`config.mk`:
```
export PLATFORM = sky130hd
export DESIGN_NAME = alu_cmd_driver_flat
export DESIGN_NICKNAME = d
export VERILOG_FILES = /design/src/rtl/alu_cmd_driver_if.sv /design/src/rtl/alu_cmd_driver.sv /design/src/flat_wrapper.sv
export SDC_FILE = /design/constraint.sdc
export NUM_CORES = 1
export LEC_CHECK = 0
export ABC_CLOCK_PERIOD_IN_PS = 1400
export CORE_MARGIN = 3
export CORE_UTILIZATION = 39
export CTS_BUF_LIST = sky130_fd_sc_hd__clkbuf_4
export DETAILED_ROUTE_END_ITERATION = 8
export PLACE_DENSITY = 0.78
export SLEW_MARGIN = 20
export SYNTH_ARGS = -nofsm -noshare
export SYNTH_HDL_FRONTEND = slang
export SYNTH_SLANG_ARGS = --single-unit
```
`constraint.sdc`:
```
create_clock -name clk -period 1.4 [get_ports clk]
set_input_delay 0.35 -clock clk [delete_from_list [all_inputs] [get_ports clk]]
set_output_delay 0.35 -clock clk [all_outputs]
set_load 0.1 [all_outputs]
```
`src/rtl/alu_cmd_driver_if.sv`:
```
// Command, ALU and result signals for alu_cmd_driver.
// The slave modport is the driver's side; the master modport is the command/ALU side.
interface alu_cmd_driver_if;
    logic        cmd_valid;
    logic        cmd_ready;
    logic [7:0]  cmd_a;
    logic [7:0]  cmd_b;
    logic [1:0]  cmd_sel;
    logic [7:0]  A;
    logic [7:0]  B;
    logic [1:0]  Sel;
    logic [15:0] Z;
    logic        res_valid;
    logic        res_ready;
    logic [15:0] res_z;
    logic [1:0]  res_sel;
    logic        busy;
    logic [7:0]  done_count;
    logic        mismatch;

    modport slave (
        input  cmd_valid, cmd_a, cmd_b, cmd_sel, Z, res_ready,
        output cmd_ready, A, B, Sel, res_valid, res_z, res_sel, busy, done_count, mismatch
    );

    modport master (
        output cmd_valid, cmd_a, cmd_b, cmd_sel, Z, res_ready,
        input  cmd_ready, A, B, Sel, res_valid, res_z, res_sel, busy, done_count, mismatch
    );
endinterface

```
`src/rtl/alu_cmd_driver.sv`:
```
// Single-outstanding ALU command driver: accept, wait ALU_LATENCY cycles, capture Z, hand off.
// Define ALU_DRV_CHECK_EN to build the result checker that drives mismatch.
module alu_cmd_driver #(
    parameter int unsigned ALU_LATENCY = 1
) (
    input logic              clk,
    input logic              rst,
    alu_cmd_driver_if.slave  bus
);
    typedef enum logic [1:0] {
        IDLE = 2'd0,
        WAIT = 2'd1,
        DONE = 2'd2
    } state_t;

    localparam logic [2:0] LAT_LOAD = 3'(ALU_LATENCY);

    state_t      r_state;
    logic [2:0]  r_cnt;
    logic [7:0]  r_a;
    logic [7:0]  r_b;
    logic [1:0]  r_sel;
    logic [15:0] r_res_z;
    logic [1:0]  r_res_sel;
    logic        r_res_valid;
    logic        r_busy;
    logic        r_cmd_ready;
    logic [7:0]  r_done_count;

    logic w_accept;
    logic w_capture;

    assign w_accept  = bus.cmd_valid && r_cmd_ready;
    assign w_capture = (r_state == WAIT) && (r_cnt == 3'd1);

    always_ff @(posedge clk) begin
        if (rst) begin
            r_state      <= IDLE;
            r_cnt        <= '0;
            r_a          <= '0;
            r_b          <= '0;
            r_sel        <= '0;
            r_res_z      <= '0;
            r_res_sel    <= '0;
            r_res_valid  <= 1'b0;
            r_busy       <= 1'b0;
            r_cmd_ready  <= 1'b1;
            r_done_count <= '0;
        end else begin
            case (r_state)
                IDLE: begin
                    if (w_accept) begin
                        r_a         <= bus.cmd_a;
                        r_b         <= bus.cmd_b;
                        r_sel       <= bus.cmd_sel;
                        r_cnt       <= LAT_LOAD;
                        r_state     <= WAIT;
                        r_cmd_ready <= 1'b0;
                        r_busy      <= 1'b1;
                    end
                end
                WAIT: begin
                    r_cnt <= r_cnt - 3'd1;
                    if (w_capture) begin
                        r_res_z     <= bus.Z;
                        r_res_sel   <= r_sel;
                        r_res_valid <= 1'b1;
                        r_state     <= DONE;
                    end
                end
                DONE: begin
                    // cmd_ready rises only after leaving DONE, leaving one bubble per command
                    if (bus.res_ready) begin
                        r_res_valid  <= 1'b0;
                        r_done_count <= r_done_count + 8'd1;
                        r_state      <= IDLE;
                        r_cmd_ready  <= 1'b1;
                        r_busy       <= 1'b0;
                    end
                end
                default: begin
                    r_state     <= IDLE;
                    r_cmd_ready <= 1'b1;
                    r_busy      <= 1'b0;
                end
            endcase
        end
    end

    assign bus.cmd_ready  = r_cmd_ready;
    assign bus.A          = r_a;
    assign bus.B          = r_b;
    assign bus.Sel        = r_sel;
    assign bus.res_valid  = r_res_valid;
    assign bus.res_z      = r_res_z;
    assign bus.res_sel    = r_res_sel;
    assign bus.busy       = r_busy;
    assign bus.done_count = r_done_count;

`ifdef ALU_DRV_CHECK_EN
    logic [15:0] w_expect;
    logic        r_mismatch;

    always_comb begin
        w_expect = '0;
        case (r_sel)
            2'b00:   w_expect = {8'h00, r_a} + {8'h00, r_b};
            2'b01:   w_expect = {8'h00, r_a} - {8'h00, r_b};
            2'b10:   w_expect = {8'h00, r_a} * {8'h00, r_b};
            default: w_expect = (r_b == 8'h00) ? 16'hFFFF : {8'h00, r_a / r_b};
        endcase
    end

    always_ff @(posedge clk) begin
        if (rst) begin
            r_mismatch <= 1'b0;
        end else if (w_capture && (w_expect != bus.Z)) begin
            r_mismatch <= 1'b1;
        end
    end

    assign bus.mismatch = r_mismatch;
`else
    assign bus.mismatch = 1'b0;
`endif
endmodule

```
`src/flat_wrapper.sv`:
```
// flat-port wrapper written by rule: the top's interface ports become plain ports
module alu_cmd_driver_flat 
#(
    parameter int unsigned ALU_LATENCY = 1
)
  (clk, rst, bus_cmd_valid, bus_cmd_a, bus_cmd_b, bus_cmd_sel, bus_Z, bus_res_ready, bus_cmd_ready, bus_A, bus_B, bus_Sel, bus_res_valid, bus_res_z, bus_res_sel, bus_busy, bus_done_count, bus_mismatch);
  alu_cmd_driver_if bus_i ();
  input logic clk;
  input logic rst;
  input wire logic [$bits(bus_i.cmd_valid)-1:0] bus_cmd_valid;
  input wire logic [$bits(bus_i.cmd_a)-1:0] bus_cmd_a;
  input wire logic [$bits(bus_i.cmd_b)-1:0] bus_cmd_b;
  input wire logic [$bits(bus_i.cmd_sel)-1:0] bus_cmd_sel;
  input wire logic [$bits(bus_i.Z)-1:0] bus_Z;
  input wire logic [$bits(bus_i.res_ready)-1:0] bus_res_ready;
  output wire logic [$bits(bus_i.cmd_ready)-1:0] bus_cmd_ready;
  output wire logic [$bits(bus_i.A)-1:0] bus_A;
  output wire logic [$bits(bus_i.B)-1:0] bus_B;
  output wire logic [$bits(bus_i.Sel)-1:0] bus_Sel;
  output wire logic [$bits(bus_i.res_valid)-1:0] bus_res_valid;
  output wire logic [$bits(bus_i.res_z)-1:0] bus_res_z;
  output wire logic [$bits(bus_i.res_sel)-1:0] bus_res_sel;
  output wire logic [$bits(bus_i.busy)-1:0] bus_busy;
  output wire logic [$bits(bus_i.done_count)-1:0] bus_done_count;
  output wire logic [$bits(bus_i.mismatch)-1:0] bus_mismatch;
  assign bus_i.cmd_valid = bus_cmd_valid;
  assign bus_i.cmd_a = bus_cmd_a;
  assign bus_i.cmd_b = bus_cmd_b;
  assign bus_i.cmd_sel = bus_cmd_sel;
  assign bus_i.Z = bus_Z;
  assign bus_i.res_ready = bus_res_ready;
  assign bus_cmd_ready = bus_i.cmd_ready;
  assign bus_A = bus_i.A;
  assign bus_B = bus_i.B;
  assign bus_Sel = bus_i.Sel;
  assign bus_res_valid = bus_i.res_valid;
  assign bus_res_z = bus_i.res_z;
  assign bus_res_sel = bus_i.res_sel;
  assign bus_busy = bus_i.busy;
  assign bus_done_count = bus_i.done_count;
  assign bus_mismatch = bus_i.mismatch;
  alu_cmd_driver #(.ALU_LATENCY(ALU_LATENCY)) u_core (.clk(clk), .rst(rst), .bus(bus_i));
endmodule
```
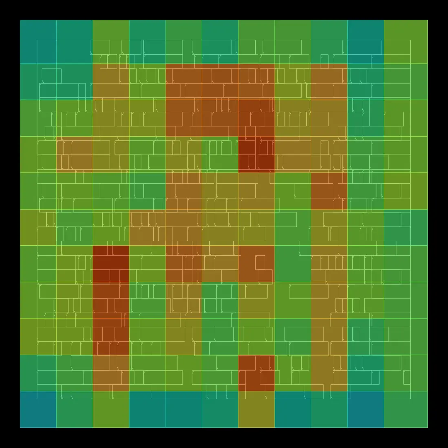
*Routing congestion*
met2 usage: 0.3437
Total GRT Usage: 0.1896
met3 Resource Use GR: 0.05399
global routing's busiest layer: met2
routed len/inst: 13.57 µm

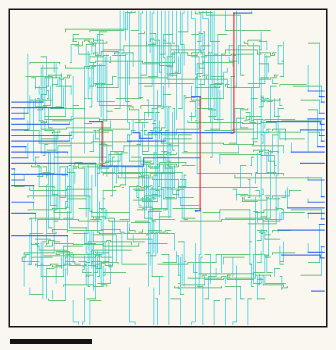
*Signal wires by layer*
The bar under the picture is 20 µm long.
| layer | color | wire length |
|---|---|---|
| met1 | green | 2080 µm |
| met2 | cyan | 2940 µm |
| met4 | red | 68.0 µm |
| met3 | blue | 336 µm |
Vias: 1968
final WL: 5429 µm

==> results.json <==
{
  "skew_ps": 18.94,
  "preCtsSetupSlack_ps": -400.3,
  "firstDrtPassIters": 4,
  "die_y_um": 77.27,
  "fin_ws_ps": 59.31,
  "clkSinkCount": 52,
  "initial_core_util": 0.4112,
  "flop_cell": "dfxtp_1",
  "grt_pass1_vias": 1928,
  "nets": 373,
  "grt_first_pass_wirelength_um": 9080,
  "syn_inst": 240,
  "n_sequential_cell": 52,
  "synth_nets": 281,
  "hpwlAfterDp_um": 4167,
  "routed.top_layer": "met4",
  "diodes": 0,
  "cts_buffer_depth": 2,
  "critPathTopFamily": "flip-flops",
  "regArea_mm2": 0.001076,
  "power.total_uw": 3490,
  "switching_share": 0.3630,
  "crit_path_start_kind": "flip-flop",
  "cts_buffers": 5,
  "p_leak_uw": 0.001350,
  "tapCellCount": 67,
  "antenna_found_initial": 0,
  "n_all_buffers": 102,
  "hold_end": "u_core.bus.done_count[0]$_SDFFE_PP0P_",
  "seq_power_uw": 1650,
  "layout_top_cells": "74 x nand2_1, 50 x buf_12, 46 x a21oi_1, 40 x dfxtp_1, 35 x clkdlybuf4s50_1",
  "lay_top_count": "nand2_1",
  "crit_fanout": 2,
  "r2r_cells": 3,
  "grt_max_degree": 20,
  "yosys_cells": 240,
  "drive_above_1_share": 0.2823,
  "clk_latency_ps": 370,
  "cts.htree.levels": 2,
  "p_comb_uw": 1200,
  "p_comb_frac": 0.345,
  "maxPowerGroup": "sequential cells",
  "most_common_cell": "nand2_1",
  "finalClockPeriodUsage": 0.9576,
  "num_rows": 25,
  "io_pins": 86,
  "arrival_ps": 990,
  "first_iter_violations": 82,
  "ys_sh_simple": 0.2451,
  "clockRootBuffer": "clkbuf_4",
  "ys_sh_adder": 0.01895,
  "xor_share": 0.008844,
  "top_cell_area_share": 0.5256,
  "ys_sh_aoi": 0.1491,
  "cp_slowest_stage_delay_ps": 430,
  "largest_reg_flops": 16,
  "dieArea_mm2": 0.005970,
  "clockPowerShare": 0.183,
  "final_area_mm2": 0.003583,
  "warnings": 28,
  "sh_comb_area": 0.2434,
  "p_clk_uw": 638,
  "netSwitchingPower_uw": 1267,
  "globalplace.congestion": 0.7311,
  "met1_usage": 0.2126,
  "clkCellAreaFrac": 0.01432,
  "cp_cell_sequence": "buf_12",
  "min_period_ps": 1341,
  "status": "finished clean",
  "rrSetupSlack_ps": 80,
  "whs_path_depth": 2,
  "synth_warnings": 0,
  "tritoncts": "done",
  "crit_path_start": "u_core.bus.res_z[10]$_SDFFE_PP0P_",
  "logic_family": "simple AND/OR/NAND/NOR gates",
  "clk_pin_slew_ps": 150,
  "overflow": 0,
  "fin_hold_ws_ps": 385.0,
  "area_growth_pct": 80.92,
  "syn_avg_cell_area_um2": 8.253,
  "ctsHoldBuffers": 0,
  "multi_input_comb_cells": 168,
  "max-vdd-ir-drop_v": 0.0006776,
  "yosysTopAreaCell": "dfxtp_1",
  "synth.distinct_cells": 29,
  "n_clock_buffer": 5,
  "power_frac_seq": 0.472,
  "worstSetupEndpointType": "output port",
  "fmax_mhz": 745.9,
  "met1_length_um": 2082,
  "cap_violations": 0,
  "tns_ps": 0,
  "dominant_cells": "non-clock buffers",
  "crit_type": "flip-flop to output port",
  "final_core_utilization": 0.7439,
  "nFillCells": 343,
  "power_density_mw_per_mm2": 973.8,
  "cpMaxStageDelayCell": "dfxtp_1",
  "die-width_um": 77.27,
  "routed_via_density": 4.920,
  "seq_share": 0.3003,
  "drc": 0,
  "core_mm2": 0.004817,
  "numPortBuffers": 84,
  "setup_viol": 0,
  "ys_sh_mux": 0.005054,
  "required_ps": 1050,
  "bufAreaShareNonClock": 0.4155,
  "drv_slew": 0,
  "hp-class": "input port to flip-flop",
  "topCellsByArea": "dfxtp_1 53%, nand2_1 14%, a21oi_1 12%, ha_1 1.9%, clkbuf_1 1.7%",
  "final_cells": 400
}
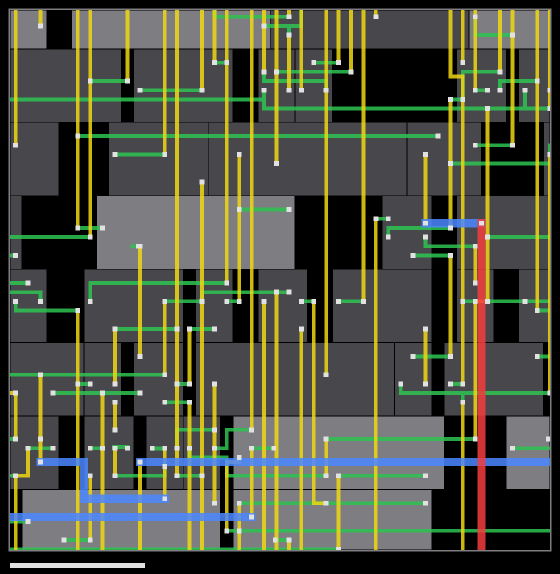
*A small window of the routed layout*
The bar under the picture is 5 µm long. Window x 29 to 49, y 44 to 64 µm. Cells in gray, sequential cells in the stronger gray; small squares are vias.
| layer | color |
|---|---|
| met2 | yellow |
| met1 | green |
| met4 | red |
| met3 | blue |
sequential cells in the window: 5
most frequent: nand2_1 (10), a21oi_1 (5), clkdlybuf4s50_1 (5)
cells with their middle in the window: 31

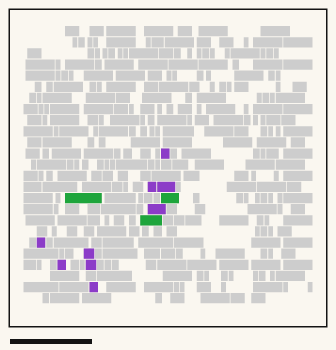
*Gate-type map*
The bar under the picture is 20 µm long.
| family | color | cells |
|---|---|---|
| adder and majority cells | green | 3 |
| AND and OR gates | purple | 9 |

[worst max-delay path by stage]
| stage | endpoint | cells past startpoint |
|---|---|---|
| 5_1_grt | u_core.bus.res_z[10]$_SDFFE_PP0P_ | 6 |
| 6_report | bus_res_z[10] | 1 |
| 3_5_place_dp | u_core.bus.done_count[4]$_SDFFE_PP0P_ | 4 |
| 4_1_cts | u_core.bus.done_count[7]$_SDFFE_PP0P_ | 4 |
| 3_3_place_gp | u_core.bus.done_count[5]$_SDFFE_PP0P_ | 4 |
| 2_1_floorplan | u_core.bus.done_count[5]$_SDFFE_PP0P_ | 3 |
[timing repair]
item / CTS / global route
gates cloned: 0 / 0
buffers inserted: 1 / 0
pin swaps: 1 / 3
gates resized: 2 / 7
endpoints found under the hold margin: 0 / 0
endpoints found under the setup margin: 2 / 20
